==> config.mk <==
export PLATFORM = sky130hd
export DESIGN_NAME = if_handshake_responder_flat
export DESIGN_NICKNAME = d
export VERILOG_FILES = /design/src/rtl/if_handshake_responder_if.sv /design/src/rtl/if_handshake_responder.sv /design/src/flat_wrapper.sv
export SDC_FILE = /design/constraint.sdc
export NUM_CORES = 1
export LEC_CHECK = 0
export CAP_MARGIN = 20
export CORE_AREA = 2 2 89 69
export DETAILED_ROUTE_END_ITERATION = 10
export DIE_AREA = 0 0 91 71
export PLACE_DENSITY = 0.68
export SYNTH_ARGS = -nofsm -noshare
export SYNTH_HDL_FRONTEND = slang
export SYNTH_SLANG_ARGS = --single-unit
==> constraint.sdc <==
create_clock -name clk -period 5.5 [get_ports clk]
set_clock_uncertainty 0.1 [all_clocks]
set_input_delay 0.825 -clock clk [delete_from_list [all_inputs] [get_ports clk]]
set_output_delay 0.825 -clock clk [all_outputs]
set_load 0.02 [all_outputs]
**Run 1: met1 routing**

Bar = 20 um. Cells faint in the background.
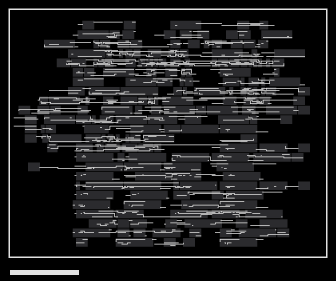
203 nets have wire on it. The longest straight run is 26.7 um. The layer carries 2090 um of wire. The layer holds 49% of the routed length.
met1 GRT Util: 21.16%
via count of the routed design: 1465
Total Wirelength: 4293 um

**Run 1: met2 routing**

Cells faint in the background.
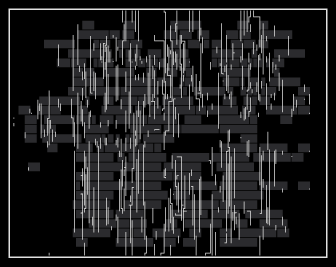
The layer holds 46% of the routed length. The layer carries 1950 um of wire. 203 nets have wire on it. The longest straight run is 24.8 um. The wires run mostly vertical.
global-route track usage on met2: 21.56%

**Run 1: signal wires on met3**

Bar = 20 um. Cells faint in the background.
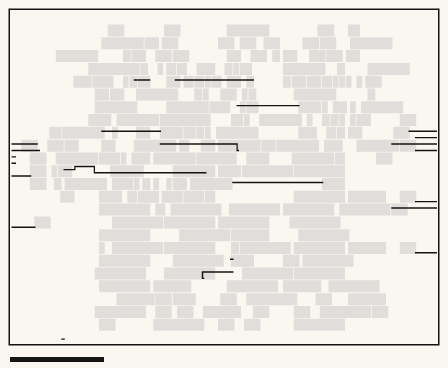
The layer holds 4.3% of the routed length. The wires run mostly horizontal. 17 nets have wire on it. The layer carries 186 um of wire. The longest straight run is 23.7 um.
met3 Resource Use GR: 5.325%

**Run 1: cell outlines without signal wires**

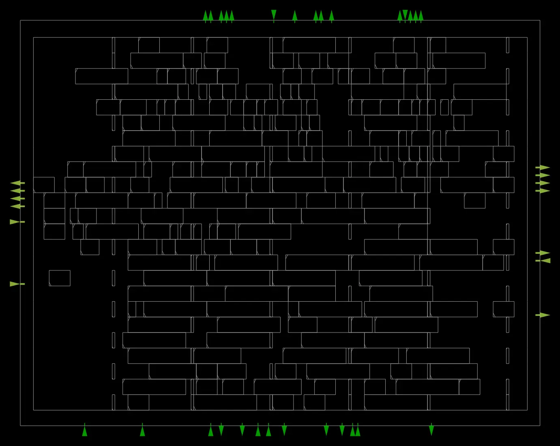
row count: 24
flop count: 57

==> job_summary.md, run 1 <==
### Flow metrics

| Metric | Value |
|---|---|
| Worst setup path category | `reg -> out` |
| Slowest cell on the critical path | `sky130_fd_sc_hd__dfrtp_1` |
| Via count of the first global-routing pass | `~1400` |
| Wirelength per Cell | `14.55 um` |
| Root buffer cell | `sky130_fd_sc_hd__clkbuf_8` |
| Total clock buffers created by CTS | `9` |
| Internal reg-to-reg setup slack | `3.10 ns` |
| Clock latency on the worst-skew pair | `0.32 ns` |
| Class of the worst hold path | `reg -> reg` |
| Mapped Avg Cell Area | `15.17 um2` |
| Relative slew slack | `59.56%` |
| Congestion Overflow GR | `0` |
| Ratio of final minimum period to clock period | `56.57%` |
| Yosys warning tally | `0` |
| Number of nets in the final layout | `231` |
| Total power | `1.535 mW` |
| Crit path buf inv count | `1` |
| Number of I/O pins | `around 40` |
| Port Buffers | `around 40` |
| TritonCTS clock tree | `built` |
| Layout area overhead | `30.65%` |
| Maximum root-to-sink buffer count | `2` |
| Flip-flop count of the largest register after layout | `32` |
| Sequential-to-total area share from yosys stat | `64.56%` |
| Share of final-layout standard cells stronger than drive strength 1 | `between 10 and 15%` |
| Total global routing track utilization | `15.11%` |
| Max Fanout on Critical Path | `10` |
| Mapped Nets | `181` |
| Total cells reported by yosys after synthesis | `162` |
| Design Area, Final | `3211 um2` |
| Antenna-violating nets left | `0` |
| Router iterations before antenna repair | `4` |
| Core utilization before placement | `43.53%` |
| First-iteration detailed-routing DRC count | `107` |
| Filler cell count in the final layout | `roughly 460` |
| Top cell type by instance count after synthesis | `sky130_fd_sc_hd__edfxtp_1` |
| Most instantiated cells after synthesis | `sky130_fd_sc_hd__edfxtp_1 (32), sky130_fd_sc_hd__dfrtp_1 (25), sky130_fd_sc_hd__nand2_1 (11), sky130_fd_sc_hd__xnor2_1 (9)` |
| Number of resized instances in the post-cts repair step | `0` |
| Dominant synthesized flop cell | `sky130_fd_sc_hd__edfxtp_1` |
| Setup TNS | `0 ns` |
| Final Hold Viols | `0` |
| Largest incremental delay on the critical path | `0.73 ns` |
| Max-cap violations | `0` |
| Final Wtd Congestion | `0.7740` |
| Async set-reset flop share out of synthesis | `a little over two fifths` |
| Distinct lib cells | `33` |
| Fmax | `321.4 MHz` |
| Yosys synthesis chip area | `2457 um2` |
| Dominant delay contributor by cell family on the critical path | `flip-flops` |
| Clock sink total | `57` |
| Endpoint type of the worst setup path | `output pin` |
| Worst hold stages | `1` |
| H-tree Lvls | `3` |
| Number of storage elements in the synthesis netlist | `57` |
| Final setup violation count | `0` |
| Worst path arrival time | `between 2 and 2.5 ns` |
| Data required time of the critical path | `4.58 ns` |
| Initial antenna violation count | `0` |
| Final min period | `3.111 ns` |
| Stage-log warning count | `29` |
| Run status | `finished clean` |
| Setup repair after global routing missed its margin | `no` |
| Placed standard-cell area | `2954 um2` |
| Worst hold slack | `0.4305 ns` |
| Fin. max-slew vios | `0` |
==> run 1: stage by stage <==
stage | util (%) | worst slack (ns) | cells
final | 56.87 | 2.389 | 295
after global placement | 52.33 | 2.403 | 279
after CTS | 56.87 | 2.325 | 295
after global routing | 56.87 | 2.249 | 295
after floorplan | - | 3.086 | 162
after detailed placement | 52.33 | 2.341 | 279
==> run 1: cell usage in the layout, fill, tap and decap left out, drive strengths merged, types with 7 or more instances in the layout <==
| cell | n |
|---|---|
| mux4 | 8 |
| clkdlybuf4s50 | 40 |
| nand3 | 7 |
| xor2 | 8 |
| xnor2 | 9 |
| nand2 | 11 |
| dfrtp | 25 |
| edfxtp | 32 |
| clkbuf | 9 |
==> run 1: cells by family (layout without fill, tap and decap cells) <==
logic type	Yosys count	count (layout)	share of synthesized area (%)
buf+inv	8	63	1.273
fa+ha+maj	7	7	3.870
xor+xnor	17	17	6.059
mux	13	13	9.572
compound gates	7	7	1.629
flops	57	57	64.56
simple gates	53	53	13.03
==> run 1: layer usage <==
| layer | track usage, % | routed length [um] | up-vias |
|---|---|---|---|
| met5 | 0 | 0 | - |
| met4 | 6.566 | 63 | 0 |
| met3 | 5.325 | 186 | 7 |
| met2 | 21.56 | 1953 | 28 |
| met1 | 21.16 | 2090 | 730 |
| li1 | - | - | 700 |
==> run 1: worst reg2reg max path, cell delays in order, from the launching register on <==
cell and delay, ns:
sky130_fd_sc_hd__dfrtp_1 0.53, sky130_fd_sc_hd__nor3b_1 0.13, sky130_fd_sc_hd__nor3b_2 0.44, sky130_fd_sc_hd__ha_1 0.28
sky130_fd_sc_hd__inv_1 0.06, sky130_fd_sc_hd__fa_1 0.37, sky130_fd_sc_hd__xor2_1 0.15, sky130_fd_sc_hd__nor2_1 0.12
sky130_fd_sc_hd__xor2_1 0.15
==> run 1: power by group <==
| part | switching [mW] | total [mW] | internal, mW |
|---|---|---|---|
| Combinational | 0.190 | 0.421 | 0.231 |
| Sequential | 0.0928 | 0.616 | 0.523 |
| Clock | 0.155 | 0.498 | 0.343 |
| Total | 0.438 | 1.53 | 1.10 |
==> run 1: final cells by class <==
cell class	instances	area (um2)	share of cell area, %
sequential	57	1587	49.42
multi-input combinational	97	839.6	26.15
timing repair buffer	41	407.9	12.70
clock inverter	7	132.6	4.131
clock buffer	9	123.9	3.858
tap	78	97.59	3.040
inverter	6	22.52	0.7015
==> run 2, diff against run 1 <==
==> constraint.sdc (replaced) <==
create_clock -name clk -period 3 [get_ports clk]
set_clock_uncertainty 0.1 [all_clocks]
set_input_delay 0.45 -clock clk [delete_from_list [all_inputs] [get_ports clk]]
set_output_delay 0.45 -clock clk [all_outputs]
set_load 0.02 [all_outputs]
**Run 2: met2 routing**

Cells faint in the background.
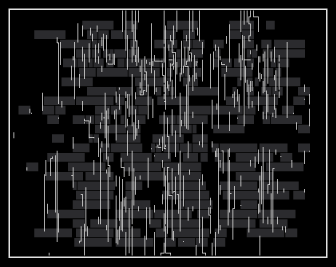
The longest straight run is 26.2 um. The layer carries 1840 um of wire. The wires run mostly vertical.
global-route track usage on met2: 19.84%
Total Wirelength: 4280 um
via count of the routed design: 1459

==> run 2 against run 1 <==
  * Sequential share of layout area grew 0.76 points
  * Highest routed layer unchanged
  * Wire length shrank 0.30%
  * Power grew 69%
  * Sequential cell count is the same
  * Critical endpoint unchanged
  * Hold slack lost 0.038 ns
  * Sequential power grew 77%
==> job_summary.md, run 2 <==
### Flow metrics

| Metric | Value |
|---|---|
| Final min period | `between 2 and 3 ns` |
| Top cell type by instance count after synthesis | `sky130_fd_sc_hd__edfxtp_1` |
| Number of resized instances in the post-cts repair step | `0` |
| Total global routing track utilization | `14.83%` |
| Root buffer cell | `sky130_fd_sc_hd__clkbuf_8` |
| Core utilization before placement | `43.53%` |
| Worst IR Drop VDD | `0.6175 mV` |
| Worst path arrival time | `around 2.1 ns` |
| Class of the worst hold path | `in -> async` |
| Instance count of the mapped netlist | `162` |
| Antenna-violating nets left | `0` |
| First-iteration detailed-routing DRC count | `67` |
| Final setup violation count | `0` |
| Max Fanout on Critical Path | `6` |
| Initial antenna violation count | `0` |
| Share of final-layout standard cells stronger than drive strength 1 | `between 10% and 20%` |
| Design Area, Final | `approximately 3200 um2` |
| Net load switching power | `815.3 uW` |
| Clock network fraction of design power | `roughly a quarter` |
| Fin. max-slew vios | `0` |
| Setup TNS | `0 ns` |
| Layout area overhead | `28.67%` |
| Combined area of the multi-input logic cells | `839.6 um2` |
| Dominant synthesized flop cell | `sky130_fd_sc_hd__edfxtp_1` |
| Port Buffers | `about 40` |
| Sequential-to-total area share from yosys stat | `64.56%` |
| Router iterations before antenna repair | `4` |
| Top-area cell share | `39.10%` |
| Maximum number of pins on one net before global-route repair | `26` |
| TritonCTS clock tree | `built` |
| Number of nets in the final layout | `234` |
| Cell Pwr Density | `822.3 nW/um2` |
| Mapped Nets | `181` |
| Number of storage elements in the synthesis netlist | `57` |
| Number of I/O pins | `around 40` |
| Yosys warning tally | `0` |
| Most instantiated cells after synthesis | `sky130_fd_sc_hd__edfxtp_1 (32), sky130_fd_sc_hd__dfrtp_1 (25), sky130_fd_sc_hd__nand2_1 (11), sky130_fd_sc_hd__xnor2_1 (9)` |
| Final Hold Viols | `0` |
| EDFF count, synth | `32` |
| Internal reg-to-reg setup slack | `between 0.6 and 0.7 ns` |
| Congestion Overflow GR | `0` |
| Relative slew slack | `a little over two thirds` |
| Drc violations | `0` |
| Mapped Avg Cell Area | `15.17 um2` |
| Most used logic cell in the final layout | `sky130_fd_sc_hd__clkdlybuf4s50_1` |
| Total clock buffers created by CTS | `9` |
| Filler cell count in the final layout | `493` |
| Part of the total power dissipated in combinational logic | `around a third` |
| Post-route setup slack | `0.3104 ns` |
| Worst setup path category | `reg -> out` |
| Flip-flop count of the largest register after layout | `32` |
| Fmax | `~370 MHz` |
| Setup repair after global routing missed its margin | `no` |
| Final Wtd Congestion | `0.7886` |
| H-tree Lvls | `3` |
| Run status | `finished clean` |
| Data required time of the critical path | `~2.5 ns` |
| Stage-log warning count | `29` |
| Largest incremental delay on the critical path | `roughly 0.55 ns` |
| Wirelength per Cell | `14.36 um` |
| Internal Dissipation | `1.785 mW` |
| Max-cap violations | `0` |
| Distinct lib cells | `33` |
| Yosys synthesis chip area | `roughly 2500 um2` |
| Slowest cell on the critical path | `sky130_fd_sc_hd__clkdlybuf4s50_1` |
| Placed standard-cell area | `2977 um2` |
| Endpoint type of the worst setup path | `output pin` |
| Clock latency on the worst-skew pair | `0.32 ns` |
| Sequential cell fraction of total power | `41.8%` |
| Clock-pin slew on the worst setup and hold paths | `0.06 ns` |
| Maximum root-to-sink buffer count | `2` |
| Placeable core region | `5645 um2` |
| Clock sink total | `57` |
| Async set-reset flop share out of synthesis | `43.86%` |
| Post-CTS Setup Bufs | `0` |
| Ratio of final minimum period to clock period | `around nine tenths` |
| Via count of the first global-routing pass | `between 1000 and 1500` |
| Post-Place Worst Slack | `slightly below 0.5 ns` |
| Total cells reported by yosys after synthesis | `162` |
| Switching share of power | `around a third` |
| Row count | `24` |
| Post-Synthesis Cell Area | `2457 um2` |
| Most frequent logic cells in the routed design | `sky130_fd_sc_hd__clkdlybuf4s50_1 (40), sky130_fd_sc_hd__edfxtp_1 (32), sky130_fd_sc_hd__dfrtp_1 (25)` |
**Run 2: sequential cells grouped by signal name**

Other sequential cells in the stronger gray, the rest of the logic in the fainter gray.
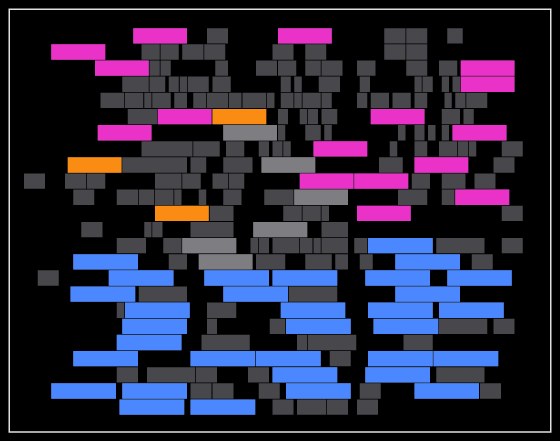
Key: orange = u_core.fifo_count [placed flops 3]; magenta = u_core.stall_cnt [placed flops 16]; blue = u_core.mem [placed flops 32]
utilization after layout: 56.01%
Storage cell area: 1587 um2

run 2: cell counts after synthesis:
No cell type changed its count.
run 2: power groups by stage:
| stage | sequential, mW | combinational (mW) | clock, mW |
|---|---|---|---|
| final | 1.09 | 0.835 | 0.678 |
| after global routing | 1.11 | 0.902 | 0.731 |
| after CTS | 1.09 | 0.849 | 0.697 |
| after detailed placement | 1.11 | 0.843 | 0 |
| after global placement | 1.11 | 0.837 | 0 |
| after floorplan | 1.10 | 0.485 | 0 |
run 2: critical path: cells and delay by family, from the launching register on:
family,cells,cell delay [ns]
buffers and inverters,2,0.78
flip-flops,1,0.52
multiplexers,1,0.51
run 2: logic make-up (layout without fill, tap and decap cells):
family	after synthesis	count (layout)	synth area share, %
adders and majority gates	7	7	3.870
DFF	57	57	64.56
and+or+nand+nor	53	53	13.03
AOI/OAI and AO/OA	7	7	1.629
buffers and inverters	8	66	1.273
muxes	13	13	9.572
xor gates and xnor gates	17	17	6.059
run 2: final cells by class:
type / count / area share, %
Multi-Input combinational cell: 97 / 26.55
Timing Repair Buffer: 44 / 13.61
Sequential cell: 57 / 50.18
Clock inverter: 6 / 1.820
Inverter: 6 / 0.7123
Tap cell: 78 / 3.087
Clock buffer: 10 / 4.036
run 2: routing by layer:
layer  wire [um]  GRT usage [%]  up-vias  share of wire, %
met4          53          6.566        0               1.2
met1        2142          20.96      710                50
met3         246          6.496        7               5.7
met5           0              0        -                 0
li1            -              -      706                 -
met2        1837          19.84       36                43
run 2: through the flow:
stage	hold slack, ns	power [mW]	utilization [%]	std cells
after detailed placement	0.4041	1.948	52.73	282
after CTS	0.3868	2.638	56.01	298
after global placement	0.4003	1.942	52.73	282
final	0.3922	2.600	56.01	298
after floorplan	0.05441	1.589	-	162
after global routing	0.4023	2.742	56.01	298
Power figures rest on the tool's default switching activity, not on a simulated workload.
